### config.mk
export PLATFORM = sky130hd
export DESIGN_NAME = prop_delay_meter
export DESIGN_NICKNAME = d
export VERILOG_FILES = /design/src/rtl/pdm_pkg.sv /design/src/rtl/pdm_edge_det.sv /design/src/rtl/prop_delay_meter.sv
export SDC_FILE = /design/constraint.sdc
export NUM_CORES = 1
export LEC_CHECK = 0
export ABC_AREA = 1
export CAP_MARGIN = 20
export CORE_MARGIN = 2
export CORE_UTILIZATION = 61
export CTS_CLUSTER_DIAMETER = 60
export DETAILED_ROUTE_END_ITERATION = 12
export MAX_ROUTING_LAYER = met4
export PLACE_DENSITY = 0.87
export SYNTH_ARGS = -nofsm -noshare
export SYNTH_HDL_FRONTEND = slang
export SYNTH_SLANG_ARGS = --single-unit
### constraint.sdc
create_clock -name clk -period 2.98 [get_ports clk]
set_input_delay 0.596 -clock clk [delete_from_list [all_inputs] [get_ports clk]]
set_output_delay 0.596 -clock clk [all_outputs]
set_load 0.01 [all_outputs]
### src/rtl/pdm_pkg.sv
// Shared types and defaults for the propagation-delay meter.
// Optional build macro: PDM_SYNC_EN (2-flop input synchronizers in pdm_edge_det).
package pdm_pkg;

    localparam int unsigned PDM_CNT_W   = 16;
    localparam int unsigned PDM_TIMEOUT = 1000;

    localparam logic EDGE_FALL = 1'b0;
    localparam logic EDGE_RISE = 1'b1;

    typedef enum logic [1:0] {
        ST_IDLE    = 2'd0,
        ST_ARMED   = 2'd1,
        ST_MEASURE = 2'd2,
        ST_DONE    = 2'd3
    } pdm_state_e;

endpackage

### src/rtl/pdm_edge_det.sv
// Edge detector: optional 2-flop synchronizer (PDM_SYNC_EN) followed by a single history
// register; emits single-cycle rise/fall pulses.
module pdm_edge_det (
    input  logic clk,
    input  logic rst_n,
    input  logic sig_i,
    output logic rise_o,
    output logic fall_o
);

    logic sig_s;
    logic hist_q, hist_d;

`ifdef PDM_SYNC_EN
    logic [1:0] sync_q, sync_d;

    always_comb begin
        sync_d = {sync_q[0], sig_i};
    end

    always_ff @(posedge clk or negedge rst_n) begin
        if (!rst_n) begin
            sync_q <= 2'b00;
        end else begin
            sync_q <= sync_d;
        end
    end

    assign sig_s = sync_q[1];
`else
    assign sig_s = sig_i;
`endif

    always_comb begin
        hist_d = sig_s;
    end

    always_ff @(posedge clk or negedge rst_n) begin
        if (!rst_n) begin
            hist_q <= 1'b0;
        end else begin
            hist_q <= hist_d;
        end
    end

    assign rise_o = sig_s & ~hist_q;
    assign fall_o = ~sig_s & hist_q;

endmodule

### src/rtl/prop_delay_meter.sv
// Propagation-delay meter: timestamps a selected stimulus edge and the matching cell-output
// edge, returning the cycle delay over a valid/ready port. Optional macro: PDM_SYNC_EN.
module prop_delay_meter
    import pdm_pkg::*;
#(
    parameter int unsigned CNT_W     = PDM_CNT_W,
    parameter int unsigned TIMEOUT   = PDM_TIMEOUT,
    parameter bit          INVERTING = 1'b1
) (
    input  logic             clk,
    input  logic             rst_n,
    input  logic             arm_i,
    input  logic             edge_sel_i,
    input  logic             stim_i,
    input  logic             resp_i,
    output logic             busy_o,
    output logic             res_valid_o,
    input  logic             res_ready_i,
    output logic [CNT_W-1:0] res_delay_o,
    output logic             res_timeout_o
);

    localparam logic [CNT_W-1:0] TimeoutC = CNT_W'(TIMEOUT);
    localparam logic [CNT_W-1:0] CntMax   = {CNT_W{1'b1}};

    pdm_state_e       state_q, state_d;
    logic             sel_q, sel_d;
    logic             exp_q, exp_d;
    logic [CNT_W-1:0] cnt_q, cnt_d;
    logic [CNT_W-1:0] cnt_inc;
    logic [CNT_W-1:0] res_delay_q, res_delay_d;
    logic             res_timeout_q, res_timeout_d;

    logic stim_rise, stim_fall, resp_rise, resp_fall;
    logic stim_edge, resp_edge;

    pdm_edge_det u_stim_det (
        .clk    (clk),
        .rst_n  (rst_n),
        .sig_i  (stim_i),
        .rise_o (stim_rise),
        .fall_o (stim_fall)
    );

    pdm_edge_det u_resp_det (
        .clk    (clk),
        .rst_n  (rst_n),
        .sig_i  (resp_i),
        .rise_o (resp_rise),
        .fall_o (resp_fall)
    );

    assign stim_edge = (sel_q == EDGE_RISE) ? stim_rise : stim_fall;
    assign resp_edge = (exp_q == EDGE_RISE) ? resp_rise : resp_fall;

    // Saturating increment; the timeout check normally stops the count well before this.
    assign cnt_inc = (cnt_q == CntMax) ? cnt_q : cnt_q + 1'b1;

    always_comb begin
        state_d       = state_q;
        sel_d         = sel_q;
        exp_d         = exp_q;
        cnt_d         = cnt_q;
        res_delay_d   = res_delay_q;
        res_timeout_d = res_timeout_q;

        unique case (state_q)
            ST_IDLE: begin
                if (arm_i) begin
                    sel_d   = edge_sel_i;
                    exp_d   = edge_sel_i ^ INVERTING;
                    state_d = ST_ARMED;
                end
            end
            ST_ARMED: begin
                if (stim_edge) begin
                    cnt_d = '0;
                    if (resp_edge) begin
                        res_delay_d   = '0;
                        res_timeout_d = 1'b0;
                        state_d       = ST_DONE;
                    end else begin
                        state_d = ST_MEASURE;
                    end
                end
            end
            ST_MEASURE: begin
                // cnt_q lags elapsed cycles by one, so cnt_inc is the delay including this cycle.
                if (resp_edge) begin
                    res_delay_d   = cnt_inc;
                    res_timeout_d = 1'b0;
                    state_d       = ST_DONE;
                end else if (cnt_inc >= TimeoutC) begin
                    res_delay_d   = TimeoutC;
                    res_timeout_d = 1'b1;
                    state_d       = ST_DONE;
                end else begin
                    cnt_d = cnt_inc;
                end
            end
            ST_DONE: begin
                if (res_ready_i) begin
                    state_d = ST_IDLE;
                end
            end
            default: begin
                state_d = ST_IDLE;
            end
        endcase
    end

    always_ff @(posedge clk or negedge rst_n) begin
        if (!rst_n) begin
            state_q       <= ST_IDLE;
            sel_q         <= 1'b0;
            exp_q         <= 1'b0;
            cnt_q         <= '0;
            res_delay_q   <= '0;
            res_timeout_q <= 1'b0;
        end else begin
            state_q       <= state_d;
            sel_q         <= sel_d;
            exp_q         <= exp_d;
            cnt_q         <= cnt_d;
            res_delay_q   <= res_delay_d;
            res_timeout_q <= res_timeout_d;
        end
    end

    assign busy_o        = (state_q != ST_IDLE);
    assign res_valid_o   = (state_q == ST_DONE);
    assign res_delay_o   = res_delay_q;
    assign res_timeout_o = res_timeout_q;

endmodule

Fig. 1: routing congestion
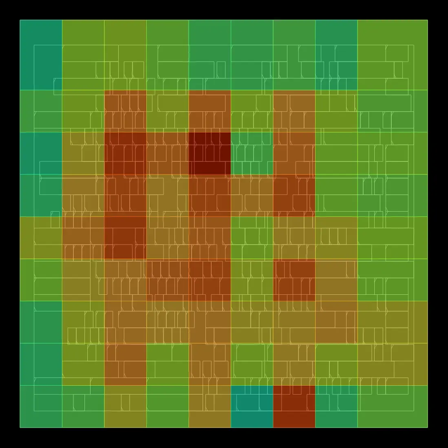
wire per inst: 13.0 um
met2 usage: 0.451
GRT Max-Usage Layer: met2
met1 Use GR: 0.358

Fig. 2: signal wires on met2
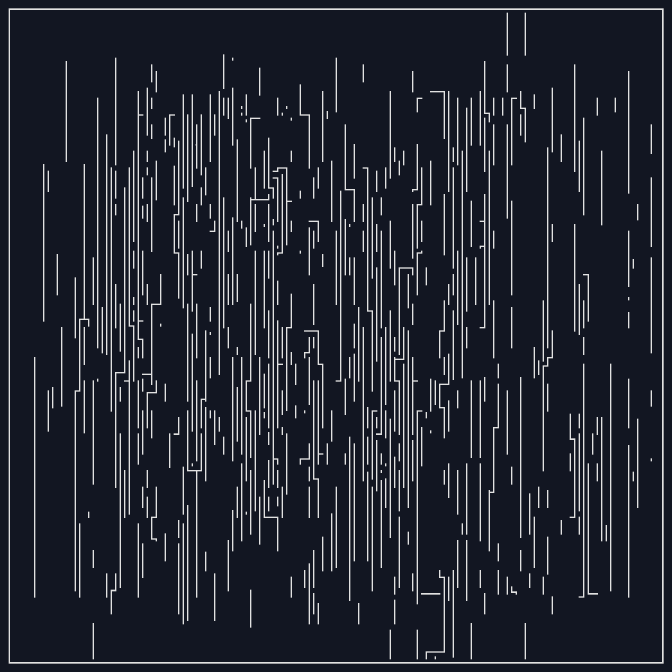
nets with wire on the layer	285
main direction	vertical
wire length on this layer	2,450 um
total wire length: 5180 um
vias after detailed routing: 2,193

Fig. 3: placement density heat map
7 x 7 tiles, from white (low) to dark blue (high), 0 to 100% covered.
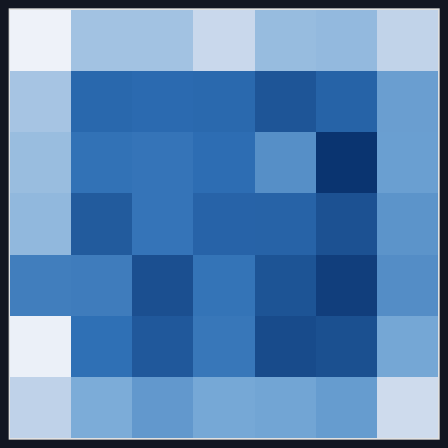
tiles over 75% full	35%
mean over tiles	61%
fullest tile	98%
Pre-Place Util: 0.644
Util after Layout: 0.747
core box area: 3720 um^2

Fig. 4: signal wires by layer
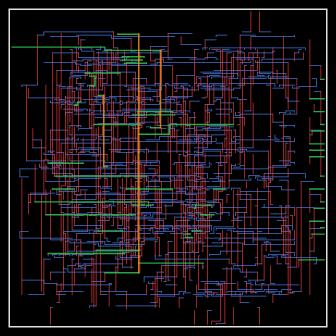
color	layer	wire length
red	M2	2,450 um
orange	M4	81.6 um
green	M3	304 um
blue	M1	2,350 um
GRT Total Usage: 0.279

Fig. 5: gate-type map
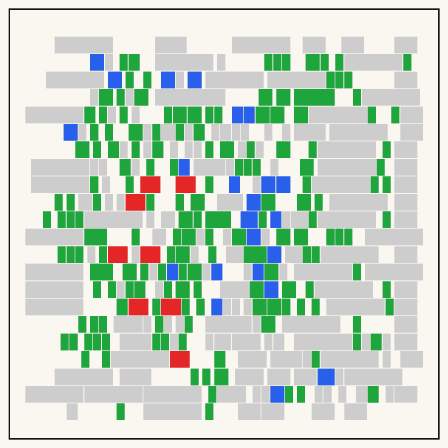
color	family	cells	most used
red	xor and xnor cells	8	xor2_1
green	nand cells	164	nand2_1
blue	aoi and oai cells	23	a31oi_1
most numerous logic cell after layout: nand2_1
post-route insts no fill: 399
Comb area share: 0.436

-- power by group through the flow --
stage                     registers, mW  clock network [mW]  logic [mW]
after CTS                         0.673               0.459       0.876
after detailed placement          0.683                   0       0.869
after global routing              0.683               0.489       0.977
after global placement            0.679                   0       0.843
after floorplan                   0.685                   0       0.661
final                             0.673               0.448       0.874
-- logic make-up after synthesis --
family | after synthesis
compound gates | 23
fa+ha+maj | 6
xor+xnor | 8
buf+inv | 47
flops | 39
simple gates | 201
-- flip-flops by register name (all words and copies together) (netlist names) --
register / cells
cnt_q: 16
exp_q: 1
res_delay_o: 16
res_timeout_o: 1
sel_q: 1
state_q: 2
u_resp_det.hist_q: 1
u_stim_det.hist_q: 1
-- how the worst min path moves through the flow --
| stage | from | to | depth (start not counted) |
|---|---|---|---|
| 6_report | rst_n | cnt_q[2] | 1 |
| 5_1_grt | rst_n | cnt_q[11] | 1 |
| 4_1_cts | rst_n | cnt_q[15] | 1 |
| 3_5_place_dp | res_delay_o[8] | res_delay_o[8] | 2 |
| 3_3_place_gp | res_delay_o[0] | res_delay_o[0] | 2 |
| 2_1_floorplan | rst_n | cnt_q[0] | 0 |
-- cell usage in the layout (no fill, tap or decap), types with 3 or more instances in the layout --
cell type / synthesis / layout
nand2_1: 114 / 114
dfrtp_1: 39 / 39
inv_1: 34 / 34
nand4_1: 32 / 32
nor2_1: 29 / 29
clkdlybuf4s50_1: 0 / 24
nand3_1: 11 / 11
a31oi_1: 11 / 11
ha_1: 6 / 6
clkbuf_8: 0 / 6
xor2_1: 5 / 5
a21oi_1: 5 / 5
buf_4: 0 / 4
nand3_2: 3 / 3
nor2_2: 3 / 3
xnor2_1: 3 / 3
o21ai_0: 3 / 3
==> out/qor.yml <==
power.density_nw_per_um2: 718
synth_chip_area_um2: 2390
dr.max_layer_used: "met4"
path_max_fanout: 12
buffers: 29
combPwrFrac: 0.438
syn_avg_cell_area_um2: 7.39
final_cell_area_um2: 2780
fin_ws_ns: 0.323
clockBufferDepth: 2
comb_cells: 238
met2WireLength_um: 2450
use_met3: 0.0574
clock-sinks: 39
wl_met3_um: 304
clock_latency_ns: 0.29
crit_path_end_kind: "flip-flop"
top_cells_by_count: "nand2_1, dfrtp_1, inv_1, nand4_1, nor2_1"
critical_path.endpoint: "cnt_q[1]"
cts_tree: "yes"
row_count: 22
first_global_vias: 2045
die_area_um2: 4440
clk_pin_slew_ns: 0.07
grt_antenna_before_repair: 0
drc: 0
synth_nets: 337
buffer_area_frac: 0.0991
clkCellAreaFrac: 0.0423
seq_area_frac_synth: 0.408
hold_path.class: "input pin to async pin"
ys_sh_aoi: 0.0564
drive_gt1_frac: 0.0741
synth-edff-count: 0
finClkSkew_ns: 0.00371
cp.required_ns: 3.22
drtIter0Drc: 191
ys_ff: 39
syn_inst: 324
top_cells_by_area: "dfrtp_1, nand2_1, nand4_1"
cts_resized: 0
path_cells: "ha_1 -> nand3_2 -> inv_2 -> nand2_1 -> inv_1 -> nand2_1 -> nand2_1 -> o21ai_0 -> inv_1 -> nand2_1 -> nand3_2 -> buf_4 -> nor2_8 -> nand2_1 -> nand2_1"
status: "complete, no violations"
hold_slack_ns: 0.388
io_pins: 26
worstSetupStartpoint: "cnt_q[0]"
yosysWarnings: 0
yosys-stat-cells: 324
largest_class: "combinational gates"
hold_buffers: 0
intPower_mw: 1.17
finalCritPeriodShare: 0.892
fillerInstances: 294
viasPerCell: 5.50
p_leak_nw: 1.42
critical-path-top-delay-family: "simple AND/OR/NAND/NOR gates"
logic_area_um2: 1210
grt_max_degree: 40
cts_max_level: 2
die_height_um: 66.7
hold_viol: 0
ant_nets: 0
No activity file was given, so power comes from the tool's default toggle rates.
